**Run 1: where the registers sit**

The bar under the picture is 20 um long. Other sequential cells in the stronger grey, the rest of the logic in the fainter grey.
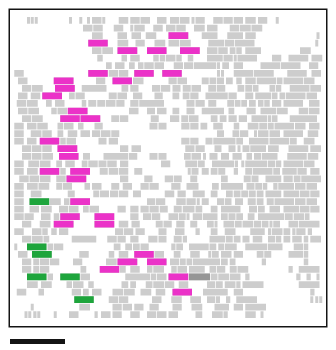
**Run 1: wiring by layer**

Two of the layers only.
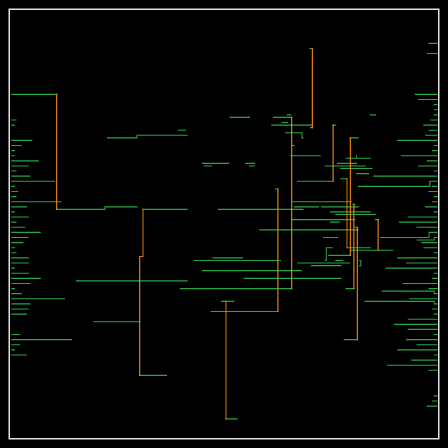
**Run 1: routing congestion**

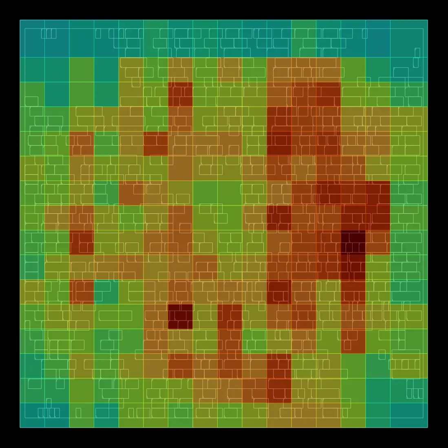
**src/rtl/mem_access_unit_pkg.sv**
```systemverilog
// mem_pkg: shared funct3 codes, FSM state encoding and default memory depth for mem_access_unit
package mem_pkg;
    localparam logic [2:0] F3_B  = 3'b000;
    localparam logic [2:0] F3_H  = 3'b001;
    localparam logic [2:0] F3_W  = 3'b010;
    localparam logic [2:0] F3_BU = 3'b100;
    localparam logic [2:0] F3_HU = 3'b101;
    localparam int MEM_DEPTH_DEFAULT = 64;
    typedef enum logic {ST_IDLE, ST_RMW_WR} state_t;
endpackage

```
**src/rtl/mem_access_unit_if.sv**
```systemverilog
// mem_access_unit_if: core request/response plus word-memory bus
// core side: req_valid, req_we, funct3, addr, wdata -> rdata, stall, access_err
// memory side: mem_addr, mem_wdata, mem_we -> mem_rdata
// master = core + memory environment, slave = mem_access_unit
interface mem_access_unit_if;
    logic        req_valid;
    logic        req_we;
    logic [2:0]  funct3;
    logic [31:0] addr;
    logic [31:0] wdata;
    logic [31:0] rdata;
    logic        stall;
    logic        access_err;
    logic [31:0] mem_addr;
    logic [31:0] mem_wdata;
    logic        mem_we;
    logic [31:0] mem_rdata;
    modport master (
        output req_valid, req_we, funct3, addr, wdata, mem_rdata,
        input  rdata, stall, access_err, mem_addr, mem_wdata, mem_we
    );
    modport slave (
        input  req_valid, req_we, funct3, addr, wdata, mem_rdata,
        output rdata, stall, access_err, mem_addr, mem_wdata, mem_we
    );
endinterface

```
**src/rtl/mem_access_unit_load_formatter.sv**
```systemverilog
// load_formatter: selects byte/halfword lane of a memory word and sign/zero-extends it
// ports: word (memory word), lane (addr[1:0]), funct3 (width/sign code) -> data (formatted result)
module load_formatter
    import mem_pkg::*;
(
    input  logic [31:0] word,
    input  logic [1:0]  lane,
    input  logic [2:0]  funct3,
    output logic [31:0] data
);
    logic [7:0]  b;
    logic [15:0] h;
    assign b = word[{lane, 3'b000} +: 8];
    assign h = word[{lane[1], 4'b0000} +: 16];
    assign data = funct3 == F3_B  ? {{24{b[7]}}, b} :
                  funct3 == F3_BU ? {24'b0, b} :
                  funct3 == F3_H  ? {{16{h[15]}}, h} :
                  funct3 == F3_HU ? {16'b0, h} : word;
endmodule

```
**src/rtl/mem_access_unit.sv**
```systemverilog
// mem_access_unit: byte-address load/store formatter in front of a word-indexed data memory
// ports: clk, rst (sync, active-high), bus (mem_access_unit_if.slave: core request/response and memory bus)
// optional MEM_ACCESS_STATS_EN adds stat_loads, stat_stores, stat_rmw, stat_errs counters
// SB/SH run as read-merge (IDLE, stalls core) then write (RMW_WR)
module mem_access_unit
    import mem_pkg::*;
#(
    parameter int MEM_DEPTH = MEM_DEPTH_DEFAULT,
    parameter int IDX_W     = $clog2(MEM_DEPTH)
) (
    input logic             clk,
    input logic             rst,
    mem_access_unit_if.slave bus
`ifdef MEM_ACCESS_STATS_EN
    ,
    output logic [31:0]     stat_loads,
    output logic [31:0]     stat_stores,
    output logic [31:0]     stat_rmw,
    output logic [31:0]     stat_errs
`endif
);
    state_t           state_q, state_d;
    logic [31:0]      buf_q, buf_d, merge, fmt;
    logic [IDX_W-1:0] idx_q, idx_d, idx;
    logic             f3_ok, misaligned, out_of_range, err, idle, ok, is_sub;

    assign idx  = bus.addr[IDX_W+1:2];
    assign idle = state_q == ST_IDLE;

    always_comb begin
        f3_ok        = (bus.funct3 inside {F3_B, F3_H, F3_W, F3_BU, F3_HU}) && !(bus.req_we && bus.funct3[2]);
        misaligned   = (bus.funct3[1:0] == 2'b01 && bus.addr[0]) || (bus.funct3 == F3_W && bus.addr[1:0] != 2'b00);
        out_of_range = bus.addr[31:2] >= 30'(MEM_DEPTH);
        err          = !f3_ok || misaligned || out_of_range;
        ok           = bus.req_valid && !err && idle;
        is_sub       = ok && bus.req_we && bus.funct3 != F3_W;
    end

    // replace only the addressed lane(s) of the word just read
    always_comb begin
        merge = bus.mem_rdata;
        if (bus.funct3[0])
            merge[{bus.addr[1], 4'b0000} +: 16] = bus.wdata[15:0];
        else
            merge[{bus.addr[1:0], 3'b000} +: 8] = bus.wdata[7:0];
    end

    load_formatter u_fmt (
        .word   (bus.mem_rdata),
        .lane   (bus.addr[1:0]),
        .funct3 (bus.funct3),
        .data   (fmt)
    );

    assign bus.rdata      = (ok && !bus.req_we) ? fmt : 32'b0;
    assign bus.access_err = bus.req_valid && err && idle && !rst;

    always_comb begin
        state_d       = state_q;
        buf_d         = buf_q;
        idx_d         = idx_q;
        bus.stall     = 1'b0;
        bus.mem_we    = 1'b0;
        bus.mem_addr  = {{(32-IDX_W){1'b0}}, idx};
        bus.mem_wdata = bus.wdata;
        if (idle) begin
            bus.mem_we = ok && bus.req_we && bus.funct3 == F3_W;
            if (is_sub) begin
                bus.stall = 1'b1;
                state_d   = ST_RMW_WR;
                buf_d     = merge;
                idx_d     = idx;
            end
        end else begin
            bus.mem_addr  = {{(32-IDX_W){1'b0}}, idx_q};
            bus.mem_wdata = buf_q;
            bus.mem_we    = 1'b1;
            state_d       = ST_IDLE;
        end
        // reset aborts an in-flight write immediately, not just at the next edge
        if (rst) begin
            bus.stall  = 1'b0;
            bus.mem_we = 1'b0;
        end
    end

    always_ff @(posedge clk) begin
        if (rst) begin
            state_q <= ST_IDLE;
            buf_q   <= '0;
            idx_q   <= '0;
        end else begin
            state_q <= state_d;
            buf_q   <= buf_d;
            idx_q   <= idx_d;
        end
    end

`ifdef MEM_ACCESS_STATS_EN
    logic [31:0] loads_q, loads_d, stores_q, stores_d, rmw_q, rmw_d, errs_q, errs_d;

    always_comb begin
        loads_d  = loads_q + 32'(ok && !bus.req_we);
        stores_d = stores_q + 32'((ok && bus.req_we && bus.funct3 == F3_W) || !idle);
        rmw_d    = rmw_q + 32'(!idle);
        errs_d   = errs_q + 32'(bus.access_err);
    end

    always_ff @(posedge clk) begin
        if (rst) begin
            loads_q  <= '0;
            stores_q <= '0;
            rmw_q    <= '0;
            errs_q   <= '0;
        end else begin
            loads_q  <= loads_d;
            stores_q <= stores_d;
            rmw_q    <= rmw_d;
            errs_q   <= errs_d;
        end
    end

    assign stat_loads  = loads_q;
    assign stat_stores = stores_q;
    assign stat_rmw    = rmw_q;
    assign stat_errs   = errs_q;
`endif
endmodule
```
**src/flat_wrapper.sv**
```systemverilog
// flat-port wrapper written by rule: the top's interface ports become plain ports
module mem_access_unit_flat import mem_pkg::*;
#(
    parameter int MEM_DEPTH = MEM_DEPTH_DEFAULT,
    parameter int IDX_W     = $clog2(MEM_DEPTH)
)
  (clk, rst, bus_req_valid, bus_req_we, bus_funct3, bus_addr, bus_wdata, bus_mem_rdata, bus_rdata, bus_stall, bus_access_err, bus_mem_addr, bus_mem_wdata, bus_mem_we);
  mem_access_unit_if bus_i ();
  input logic clk;
  input logic rst;
  input wire logic [$bits(bus_i.req_valid)-1:0] bus_req_valid;
  input wire logic [$bits(bus_i.req_we)-1:0] bus_req_we;
  input wire logic [$bits(bus_i.funct3)-1:0] bus_funct3;
  input wire logic [$bits(bus_i.addr)-1:0] bus_addr;
  input wire logic [$bits(bus_i.wdata)-1:0] bus_wdata;
  input wire logic [$bits(bus_i.mem_rdata)-1:0] bus_mem_rdata;
  output wire logic [$bits(bus_i.rdata)-1:0] bus_rdata;
  output wire logic [$bits(bus_i.stall)-1:0] bus_stall;
  output wire logic [$bits(bus_i.access_err)-1:0] bus_access_err;
  output wire logic [$bits(bus_i.mem_addr)-1:0] bus_mem_addr;
  output wire logic [$bits(bus_i.mem_wdata)-1:0] bus_mem_wdata;
  output wire logic [$bits(bus_i.mem_we)-1:0] bus_mem_we;
  assign bus_i.req_valid = bus_req_valid;
  assign bus_i.req_we = bus_req_we;
  assign bus_i.funct3 = bus_funct3;
  assign bus_i.addr = bus_addr;
  assign bus_i.wdata = bus_wdata;
  assign bus_i.mem_rdata = bus_mem_rdata;
  assign bus_rdata = bus_i.rdata;
  assign bus_stall = bus_i.stall;
  assign bus_access_err = bus_i.access_err;
  assign bus_mem_addr = bus_i.mem_addr;
  assign bus_mem_wdata = bus_i.mem_wdata;
  assign bus_mem_we = bus_i.mem_we;
  mem_access_unit #(.MEM_DEPTH(MEM_DEPTH), .IDX_W(IDX_W)) u_core (.clk(clk), .rst(rst), .bus(bus_i));
endmodule
```
**config.mk**
```make
export PLATFORM = sky130hd
export DESIGN_NAME = mem_access_unit_flat
export DESIGN_NICKNAME = d
export VERILOG_FILES = /design/src/rtl/mem_access_unit_pkg.sv /design/src/rtl/mem_access_unit_if.sv /design/src/rtl/mem_access_unit_load_formatter.sv /design/src/rtl/mem_access_unit.sv /design/src/flat_wrapper.sv
export SDC_FILE = /design/constraint.sdc
export NUM_CORES = 1
export LEC_CHECK = 0
export ABC_CLOCK_PERIOD_IN_PS = 2200
export CAP_MARGIN = 20
export CORE_MARGIN = 1
export CORE_UTILIZATION = 35
export DETAILED_ROUTE_END_ITERATION = 8
export PLACE_DENSITY = 0.8
export SETUP_SLACK_MARGIN = 0.4
export SYNTH_ARGS = -nofsm -noshare
export SYNTH_HDL_FRONTEND = slang
export SYNTH_SLANG_ARGS = --single-unit
```
**constraint.sdc**
```tcl
create_clock -name clk -period 2.2 [get_ports clk]
set_input_delay 0.22 -clock clk [delete_from_list [all_inputs] [get_ports clk]]
set_output_delay 0.22 -clock clk [all_outputs]
set_load 0.02 [all_outputs]
```
==> GITHUB_STEP_SUMMARY, run 1 <==
## PnR job results

| Metric | Value |
|---|---|
| Total clock buffers created by CTS | `5` |
| Aggregate global-route resource usage | `between 20% and 30%` |
| Result of the run | `complete, but fails checks` |
| Req. time, crit path | `approximately 2.0 ns` |
| Stage delay of the slowest cell on the critical path | `roughly 0.5 ns` |
| Inst Count DP | `around 850` |
| Chip footprint | `about 13000 um2` |
| R2r endpoint | `u_core.buf_q[19]` |
| Worst-case setup margin in the final layout | `-0.213 ns` |
| Horizontal die dimension | `about 110 um` |
| Minimum clock period | `2.41 ns` |
| Buffer and inverter count on the worst path | `4` |
| Final setup violation count | `just over 60` |
| Maximum vdd drop | `about 0.27 mV` |
| Tally of yosys warning messages | `0` |
| Number of hold buffers added after CTS | `0` |
| Number of non-filler instances in the completed layout | `around 870` |
| Violations in the final reports | `setup timing` |
| Count of buffers inserted at the top-level ports | `around 180` |
| Cell area after synthesis | `between 4000 and 5000 um2` |
| Clock power share | `between 20 and 30%` |
| Gate Count Post-Synth | `471` |
| Cts repair resizes | `~320` |
| Maximum clock insertion buffer count | `2` |
About 'where the registers sit':
Key: u_core.idx_q = green [placed flops 6, where bottom left]; u_core.buf_q = magenta [placed flops 32]
Another 1 sequential cells are not coloured.
sequential share of cell area: 10.5%
Flop area: 782 um2
final standard cell utilization of the core: 61.3%
power in sequential cells: 0.706 mW

About 'wiring by layer':
Key: metal 4 = orange [wire length 331 um]; metal 3 = green [wire length 1030 um]

About 'routing congestion':
GR peak layer: met2
average wire length per cell after detail routing: 19.3 um
met1 global-route usage: 31.8%

-- run 1: cells by family (layout without fill, tap and decap cells) --
kind of cell,count (synthesis),after routing,share of synthesized area (%)
muxes,117,117,30.1
adders and majority gates,5,5,1.43
other,1,26,0.0855
DFF,39,39,17.8
and+or+nand+nor,84,84,12.8
AOI/OAI and AO/OA,139,139,26.6
buffers and inverters,86,288,11.2
-- run 1: worst max-delay path by stage --
| stage | startpoint | to | slack [ns] | cells after the start |
|---|---|---|---|---|
| 3_5_place_dp | bus_addr[9] | bus_rdata[21] | -1.07 | 8 |
| 3_3_place_gp | bus_addr[14] | bus_rdata[20] | -0.96 | 8 |
| 4_1_cts | u_core.state_q | bus_rdata[30] | -0.33 | 7 |
| 6_report | u_core.state_q | bus_rdata[30] | -0.21 | 7 |
| 5_1_grt | u_core.state_q | bus_rdata[28] | -0.27 | 7 |
| 2_1_floorplan | bus_addr[8] | bus_rdata[24] | 0.20 | 6 |
-- run 1: power groups by stage --
stage               combinational, mW  clock, mW  sequential (mW)
floorplan                       0.532          0            0.722
global route                     1.06      0.769            0.705
CTS                             0.992      0.738            0.706
detailed placement              0.991          0            0.722
finish                           1.00      0.722            0.706
global placement                0.977          0            0.722
-- run 1: layout make-up --
class                           instances  area, um2  share of cell area (%)
Timing Repair Buffer                  271       2610                    35.1
Sequential cell                        39        782                    10.5
Clock inverter                          3       20.0                   0.269
Inverter                                9       35.0                   0.472
Multi-Input combinational cell        371       3650                    49.1
Tap cell                              168        210                    2.83
Clock buffer                            5        125                    1.68
-- run 1: per-stage QoR --
step	worst slack (ns)	setup TNS, ns
after floorplan	0.201	0
after global placement	-0.958	-36.64
after detailed placement	-1.07	-40.94
after CTS	-0.327	-7.65
after global routing	-0.267	-9.58
final	-0.213	-4.38
**Run 1: signal wires on met4**

The bar under the picture is 20 um long.
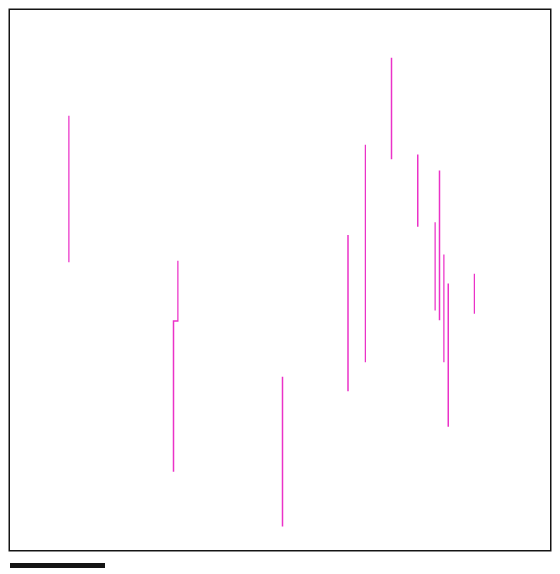

==> inputs of run 2 (changes only) <==
--- a/config.mk
+++ b/config.mk
@@ -6,11 +6,10 @@
 export NUM_CORES = 1
 export LEC_CHECK = 0
 export ABC_CLOCK_PERIOD_IN_PS = 2200
-export CAP_MARGIN = 20
 export CORE_MARGIN = 1
 export CORE_UTILIZATION = 35
 export DETAILED_ROUTE_END_ITERATION = 8
-export PLACE_DENSITY = 0.8
+export PLACE_DENSITY = 0.7
 export SETUP_SLACK_MARGIN = 0.4
 export SYNTH_ARGS = -nofsm -noshare
 export SYNTH_HDL_FRONTEND = slang
**Run 2: signal wires on met4**

The bar under the picture is 20 um long.
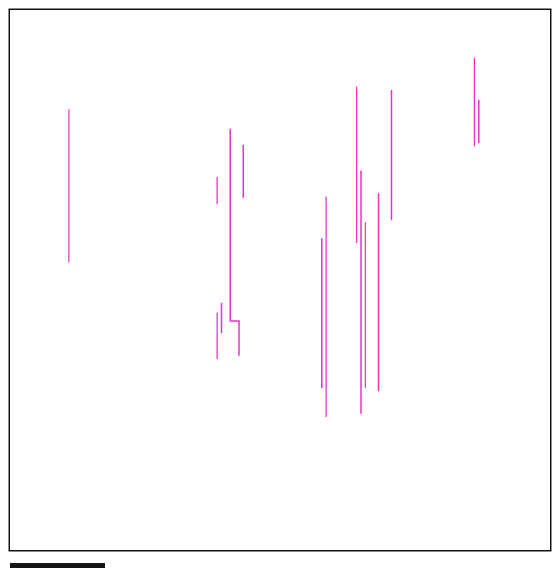
The layer holds 2.5% of the routed length. The longest straight run is 51.0 um.

**Run 2: routing congestion**

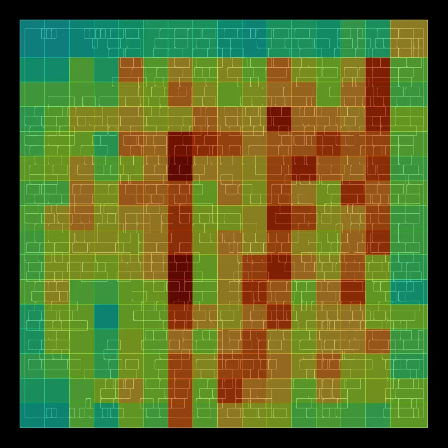
average wire length per cell after detail routing: 19.0 um
final standard cell utilization of the core: 61.2%
met1 global-route usage: 32.2%
aggregate global-route resource usage: 24.9%

==> GITHUB_STEP_SUMMARY, run 2 <==
## PnR job results

| Metric | Value |
|---|---|
| Result of the run | `complete, but fails checks` |
| Violations in the final reports | `setup timing` |
| Stage delay of the slowest cell on the critical path | `0.62 ns (+0.12 ns)` |
| Tally of yosys warning messages | `0 (unchanged)` |
| Gate Count Post-Synth | `471 (unchanged)` |
| Cell area after synthesis | `4390 um2 (unchanged)` |
| Total clock buffers created by CTS | `5 (unchanged)` |
| Buffer and inverter count on the worst path | `2 (-2)` |
| Maximum clock insertion buffer count | `2 (unchanged)` |
| Inst Count DP | `848 (+0.12%)` |
| Number of non-filler instances in the completed layout | `866 (unchanged)` |
| Number of cells on the critical path | `5 (-2)` |
| Setup_tns | `-3.53 ns (+0.854 ns)` |
| Req. time, crit path | `1.98 ns (about the same)` |
| Count of buffers inserted at the top-level ports | `175 (unchanged)` |
| R2r endpoint | `u_core.buf_q[19]` |
| Maximum vdd drop | `0.253 mV (-4.7%)` |
| Final setup violation count | `62 (+1.6%)` |
| Flop area | `782 um2 (unchanged)` |
| Worst-case setup margin in the final layout | `-0.157 ns (+0.0559 ns)` |
==> run 2: cell counts after synthesis <==
Identical to the previous run, type by type.
==> run 2: report_power, final <==
group          switching [mW]  internal (mW)  total, mW  leakage (nW)
registers       0.00000000240          0.706      0.706         0.314
clock network           0.293          0.482      0.775        0.0761
logic                   0.517          0.492       1.01          2.70
total                   0.810           1.68       2.49          3.09
==> run 2: what timing repair did <==
action,in CTS,in global routing
gates cloned,3,0
pin swaps,13,5
gates resized,303,14
setup endpoints to repair,112,111
setup buffers,6,1
hold buffers,0,0
==> run 2: worst max path at each step <==
stage | startpoint | to
2_1_floorplan | bus_addr[8] | bus_rdata[24]
3_3_place_gp | bus_addr[9] | bus_rdata[30]
3_5_place_dp | bus_addr[8] | bus_rdata[28]
4_1_cts | u_core.state_q | bus_rdata[2]
5_1_grt | u_core.state_q | bus_rdata[2]
6_report | u_core.state_q | bus_rdata[2]
==> run 2: layout make-up <==
type	count	area share (%)
multi-input combinational	371	49.2
timing repair buffer	271	34.8
sequential	39	10.5
tap	168	2.83
clock buffer	7	2.06
inverter	9	0.472
clock inverter	1	0.101
==> run 2: cell families after synthesis <==
| kind of cell | count (synthesis) | synth area share (%) |
|---|---|---|
| AOI/OAI and AO/OA | 139 | 26.6 |
| adders and majority gates | 5 | 1.43 |
| buffers and inverters | 86 | 11.2 |
| DFF | 39 | 17.8 |
| muxes | 117 | 30.1 |
| other | 1 | 0.0855 |
| and+or+nand+nor | 84 | 12.8 |
==> run 2: metal layers <==
metal	vias to the layer above	GRT usage, %
met2	238	42.0
li1	2230	-
met4	2	7.36
met3	37	4.62
met5	-	0
met1	2302	32.2
No activity file was given, so power comes from the tool's default toggle rates.
